Sequential cells coloured by netlist name:
Scale: 4 px per um. Other sequential cells in the stronger grey, the rest of the logic in the fainter grey.
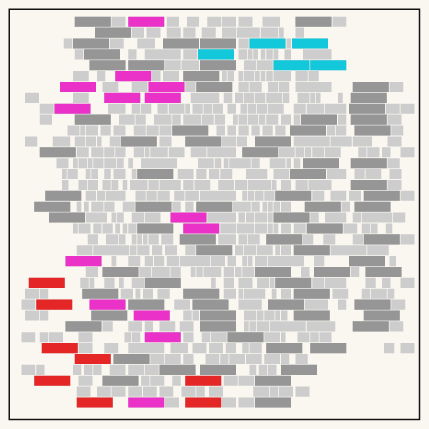
Port wiring:
Scale: 4 px per um.
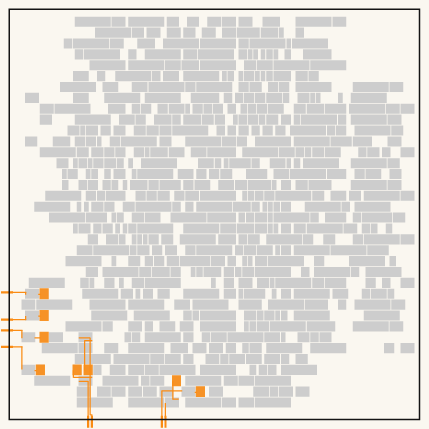
Clock nets:
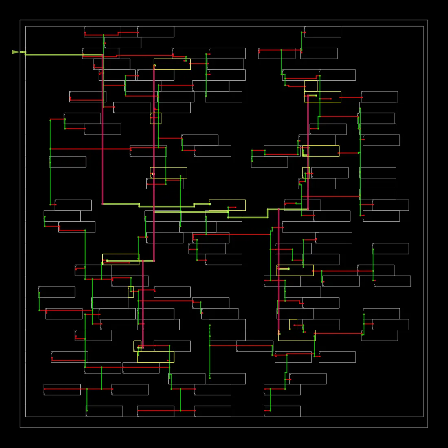
`src/rtl/jls_frame_feeder.sv`:
```
// -----------------------------------------------------------------------------
// jls_frame_feeder
// Frame sequencer placed in front of jls_encoder. Accepts a per-frame size
// command and a valid/ready pixel stream, and produces the encoder's native
// input sequence: SOF_CYCLES header cycles carrying width-1/height-1, exactly
// w*h pixel strobes, then a TAIL_CYCLES flush ending in a one-cycle o_done.
//
// Optional feature macro: JLS_FEEDER_BUBBLE_EN
//   defined   : BUBBLES idle cycles after the header and after every pixel
//   undefined : no bubble counter / GAP state, back-to-back pixels possible
//
// Ports
//   clk, rstn      clock, asynchronous active-low reset
//   i_start        one-cycle frame request (honoured in IDLE only)
//   i_w, i_h       frame width-1 / height-1, latched on accepted start
//   s_valid/s_data input pixel stream
//   s_ready        feeder accepts a pixel this cycle
//   o_sof,o_w,o_h  header strobe and size (size is 0 outside the header)
//   o_e, o_x       pixel strobe and pixel (pixel is 0 outside strobes)
//   o_busy         frame in progress
//   o_done         one-cycle pulse on the last tail cycle
//   o_err          one-cycle pulse after a start with an illegal size
// -----------------------------------------------------------------------------
module jls_frame_feeder #(
    parameter int unsigned PW          = 8,
    parameter int unsigned SOF_CYCLES  = 13,
    parameter int unsigned TAIL_CYCLES = 16,
    parameter int unsigned BUBBLES     = 0
) (
    input  logic          clk,
    input  logic          rstn,
    input  logic          i_start,
    input  logic [13:0]   i_w,
    input  logic [13:0]   i_h,
    input  logic          s_valid,
    input  logic [PW-1:0] s_data,
    output logic          s_ready,
    output logic          o_sof,
    output logic [13:0]   o_w,
    output logic [13:0]   o_h,
    output logic          o_e,
    output logic [PW-1:0] o_x,
    output logic          o_busy,
    output logic          o_done,
    output logic          o_err
);

    localparam int unsigned DW     = 14;
    localparam int unsigned CMAX_A = (SOF_CYCLES > TAIL_CYCLES + 1) ? SOF_CYCLES : TAIL_CYCLES + 1;
    localparam int unsigned CMAX   = (CMAX_A > BUBBLES + 1) ? CMAX_A : BUBBLES + 1;
    localparam int unsigned CW     = $clog2(CMAX + 1);

    typedef enum logic [2:0] {
        ST_IDLE,
        ST_HDR,
`ifdef JLS_FEEDER_BUBBLE_EN
        ST_GAP,
`endif
        ST_PIX,
        ST_TAIL
    } state_t;

    state_t        r_state, w_state_n;
    logic [CW-1:0] r_cnt,   w_cnt_n;
    logic [DW-1:0] r_col,   w_col_n;
    logic [DW-1:0] r_row,   w_row_n;
    logic [DW-1:0] r_wl,    w_wl_n;
    logic [DW-1:0] r_hl,    w_hl_n;
`ifdef JLS_FEEDER_BUBBLE_EN
    logic [CW-1:0] r_bub,   w_bub_n;
`endif

    logic          r_s_ready, w_s_ready_n;
    logic          r_sof,     w_sof_n;
    logic [DW-1:0] r_ow,      w_ow_n;
    logic [DW-1:0] r_oh,      w_oh_n;
    logic          r_e,       w_e_n;
    logic [PW-1:0] r_x,       w_x_n;
    logic          r_busy,    w_busy_n;
    logic          r_done,    w_done_n;
    logic          r_err,     w_err_n;

    // s_ready is itself the registered acceptance decision
    logic w_hs;
    assign w_hs = s_valid && r_s_ready;

    // State register and registered outputs
    always_ff @(posedge clk or negedge rstn) begin
        if (!rstn) begin
            r_state   <= ST_IDLE;
            r_cnt     <= '0;
            r_col     <= '0;
            r_row     <= '0;
            r_wl      <= '0;
            r_hl      <= '0;
`ifdef JLS_FEEDER_BUBBLE_EN
            r_bub     <= '0;
`endif
            r_s_ready <= 1'b0;
            r_sof     <= 1'b0;
            r_ow      <= '0;
            r_oh      <= '0;
            r_e       <= 1'b0;
            r_x       <= '0;
            r_busy    <= 1'b0;
            r_done    <= 1'b0;
            r_err     <= 1'b0;
        end else begin
            r_state   <= w_state_n;
            r_cnt     <= w_cnt_n;
            r_col     <= w_col_n;
            r_row     <= w_row_n;
            r_wl      <= w_wl_n;
            r_hl      <= w_hl_n;
`ifdef JLS_FEEDER_BUBBLE_EN
            r_bub     <= w_bub_n;
`endif
            r_s_ready <= w_s_ready_n;
            r_sof     <= w_sof_n;
            r_ow      <= w_ow_n;
            r_oh      <= w_oh_n;
            r_e       <= w_e_n;
            r_x       <= w_x_n;
            r_busy    <= w_busy_n;
            r_done    <= w_done_n;
            r_err     <= w_err_n;
        end
    end

    // Next-state and next-output decode
    always_comb begin
        w_state_n = r_state;
        w_cnt_n   = r_cnt;
        w_col_n   = r_col;
        w_row_n   = r_row;
        w_wl_n    = r_wl;
        w_hl_n    = r_hl;
`ifdef JLS_FEEDER_BUBBLE_EN
        w_bub_n   = r_bub;
`endif
        w_e_n     = 1'b0;
        w_x_n     = '0;
        w_done_n  = 1'b0;
        w_err_n   = 1'b0;

        case (r_state)
            ST_IDLE: begin
                if (i_start) begin
                    if ((i_w >= 14'd4) && (i_h != 14'h3FFF)) begin
                        w_state_n = ST_HDR;
                        w_cnt_n   = '0;
                        w_wl_n    = i_w;
                        w_hl_n    = i_h;
                        w_col_n   = '0;
                        w_row_n   = '0;
`ifdef JLS_FEEDER_BUBBLE_EN
                        w_bub_n   = '0;
`endif
                    end else begin
                        w_err_n = 1'b1;
                    end
                end
            end
            ST_HDR: begin
                if (r_cnt == CW'(SOF_CYCLES - 1)) begin
                    w_cnt_n = '0;
`ifdef JLS_FEEDER_BUBBLE_EN
                    if (BUBBLES > 0) w_state_n = ST_GAP;
                    else             w_state_n = ST_PIX;
`else
                    w_state_n = ST_PIX;
`endif
                end else begin
                    w_cnt_n = r_cnt + CW'(1);
                end
            end
`ifdef JLS_FEEDER_BUBBLE_EN
            ST_GAP: begin
                if (r_cnt == CW'(BUBBLES - 1)) begin
                    w_cnt_n   = '0;
                    w_state_n = ST_PIX;
                end else begin
                    w_cnt_n = r_cnt + CW'(1);
                end
            end
`endif
            ST_PIX: begin
                if (w_hs) begin
                    w_e_n = 1'b1;
                    w_x_n = s_data;
`ifdef JLS_FEEDER_BUBBLE_EN
                    w_bub_n = CW'(BUBBLES);
`endif
                    // Raster walk: col wraps at w-1 into the next row
                    if (r_col == r_wl) begin
                        w_col_n = '0;
                        w_row_n = r_row + 14'd1;
                        if (r_row == r_hl) begin
                            w_state_n = ST_TAIL;
                            w_cnt_n   = '0;
                        end
                    end else begin
                        w_col_n = r_col + 14'd1;
                    end
                end
`ifdef JLS_FEEDER_BUBBLE_EN
                else if (r_bub != '0) begin
                    w_bub_n = r_bub - CW'(1);
                end
`endif
            end
            ST_TAIL: begin
                // Entry cycle carries the last pixel; TAIL_CYCLES idle cycles follow
                if (r_cnt == CW'(TAIL_CYCLES)) begin
                    w_state_n = ST_IDLE;
                end else begin
                    w_cnt_n = r_cnt + CW'(1);
                end
                w_done_n = (r_cnt == CW'(TAIL_CYCLES - 1));
            end
            default: begin
                w_state_n = ST_IDLE;
            end
        endcase

        // Outputs that are pure decodes of the next state
        w_sof_n  = (w_state_n == ST_HDR);
        w_ow_n   = w_sof_n ? w_wl_n : '0;
        w_oh_n   = w_sof_n ? w_hl_n : '0;
        w_busy_n = (w_state_n != ST_IDLE);
`ifdef JLS_FEEDER_BUBBLE_EN
        w_s_ready_n = (w_state_n == ST_PIX) && (w_bub_n == '0);
`else
        w_s_ready_n = (w_state_n == ST_PIX);
`endif
    end

    assign s_ready = r_s_ready;
    assign o_sof   = r_sof;
    assign o_w     = r_ow;
    assign o_h     = r_oh;
    assign o_e     = r_e;
    assign o_x     = r_x;
    assign o_busy  = r_busy;
    assign o_done  = r_done;
    assign o_err   = r_err;

endmodule

```
`config.mk`:
```
export PLATFORM = sky130hd
export DESIGN_NAME = jls_frame_feeder
export DESIGN_NICKNAME = d
export VERILOG_FILES = /design/src/rtl/jls_frame_feeder.sv
export SDC_FILE = /design/constraint.sdc
export NUM_CORES = 1
export LEC_CHECK = 0
export CORE_UTILIZATION = 48
export CTS_BUF_LIST = sky130_fd_sc_hd__clkbuf_16
export CTS_CLUSTER_SIZE = 10
export DETAILED_ROUTE_END_ITERATION = 8
export MAX_ROUTING_LAYER = met4
export PLACE_DENSITY = 0.8
export SLEW_MARGIN = 20
export SYNTH_ARGS = -nofsm -noshare
export SYNTH_HDL_FRONTEND = slang
export SYNTH_SLANG_ARGS = --single-unit
```
`constraint.sdc`:
```
create_clock -name clk -period 2.1 [get_ports clk]
set_clock_uncertainty 0.1 [all_clocks]
set_input_delay 0.42 -clock clk [delete_from_list [all_inputs] [get_ports clk]]
set_output_delay 0.42 -clock clk [all_outputs]
set_load 0.01 [all_outputs]
```
==> results.cfg <==
; flow metrics
[outcome]
run_status = finished, violations left
failed_checks = setup timing

[clock_tree]
clk_pin_slew_ps = 70
cts-root-buf = clkbuf_16
cts_resized = 60

[worst_setup_path]
slowest_delay_ps = 530
crit_type = flop to flop
worst_setup_path_end_kind = flop
path_cells = xor2_1 > nor4_2 > nand4_2 > a311o_2 > o21ai_2 > o41ai_2
crit_required_ps = 2230
critPathTopFamily = AND-OR/OR-AND gates
crit_arrival_ps = 2370

[yosys]
largest_area_cell = dfrtp_1
aoi_share_pct = 6.00
async_flop_share_pct = 100
ys_sh_simple_pct = 19.8
ys_top_logic_family = simple AND/OR/NAND/NOR gates
synth.area.top_cells = dfrtp_1 55%, mux2_2 6.8%, xor2_1 4.4%

[timing]
hold_slack_ps = 219
timing.final.setup_violations = 23
rsz0062_at_grt = yes
finalWorstSetupSlack_ps = -138
slew_viol_final = 0
hold_viol = 0

[power]
pwr-share-seq_pct = 49.4

[cells_and_area]
dominant_cells = sequential cells
inverters = 11
final_layout_top_logic_cells = 106 x dfrtp_1, 57 x buf_4, 53 x clkdlybuf4s50_1
n_antenna_cell = 0
stdcell_count = 697
fillers = 662

[grt]
antenna_found_initial = 0
grt_pass1_vias = 3784
grt_first_pass_wirelength_um = 18600

[routing]
drc = 0
num_vias = 3720

[place]
dpl_cell_area_um2 = 6170
place_inst = 666

[min_path]
worstHoldStart = i_h[2]
hold_end = r_hl[2]$_DFF_PN0_
## Picture notes: 'sequential cells coloured by netlist name'
| colour | netlist name | sequential cells |
|---|---|---|
| red | o_x | 8 |
| magenta | r_wl | 14 |
| cyan | r_cnt | 5 |
Seq/total area: 39.3%
Final Core Density: 69.1%
sequential power: 0.00237 W
Flop area: 2650 um^2

## Picture notes: 'port wiring'
| colour | port | bits | direction | edge | end cells | buffers | wire |
|---|---|---|---|---|---|---|---|
| orange | s_data | 8 | input | 4 bottom, 4 left | 8 | 8 | 95.1 um |
port buffer count: 81
I/O pin count: 82

## Picture notes: 'clock nets'
Latency at later pin: 350 ps
clock buffers: 9
clock network power: 0.00153 W
Flops: 106

==> metal layers <==
layer / share of wire (%) / track usage, % / routed length [um]
met1: 39 / 27.9 / 4740
met2: 54 / 42.5 / 6540
met3: 4.0 / 3.21 / 482
met4: 2.7 / 12.4 / 331
met5: 0 / - / 0
==> cells in the mapped netlist, types with 3 or more instances <==
master and count:
and2_1 12, nor2b_1 30, nand2_1 15, clkbuf_1 4, buf_2 6, o21ai_0 10
nor3_1 10, xor2_1 24, inv_1 11, nor4_2 6, and3_1 6, a21oi_1 3
o2111ai_1 3, xnor2_1 22, nand3_1 7, o211ai_1 3, ha_1 5, nand2b_1 3
nand4_1 12, dfrtp_1 106, nor4_1 4, nor2_1 34, mux2_2 29, a22o_1 4
Power figures rest on the tool's default switching activity, not on a simulated workload.
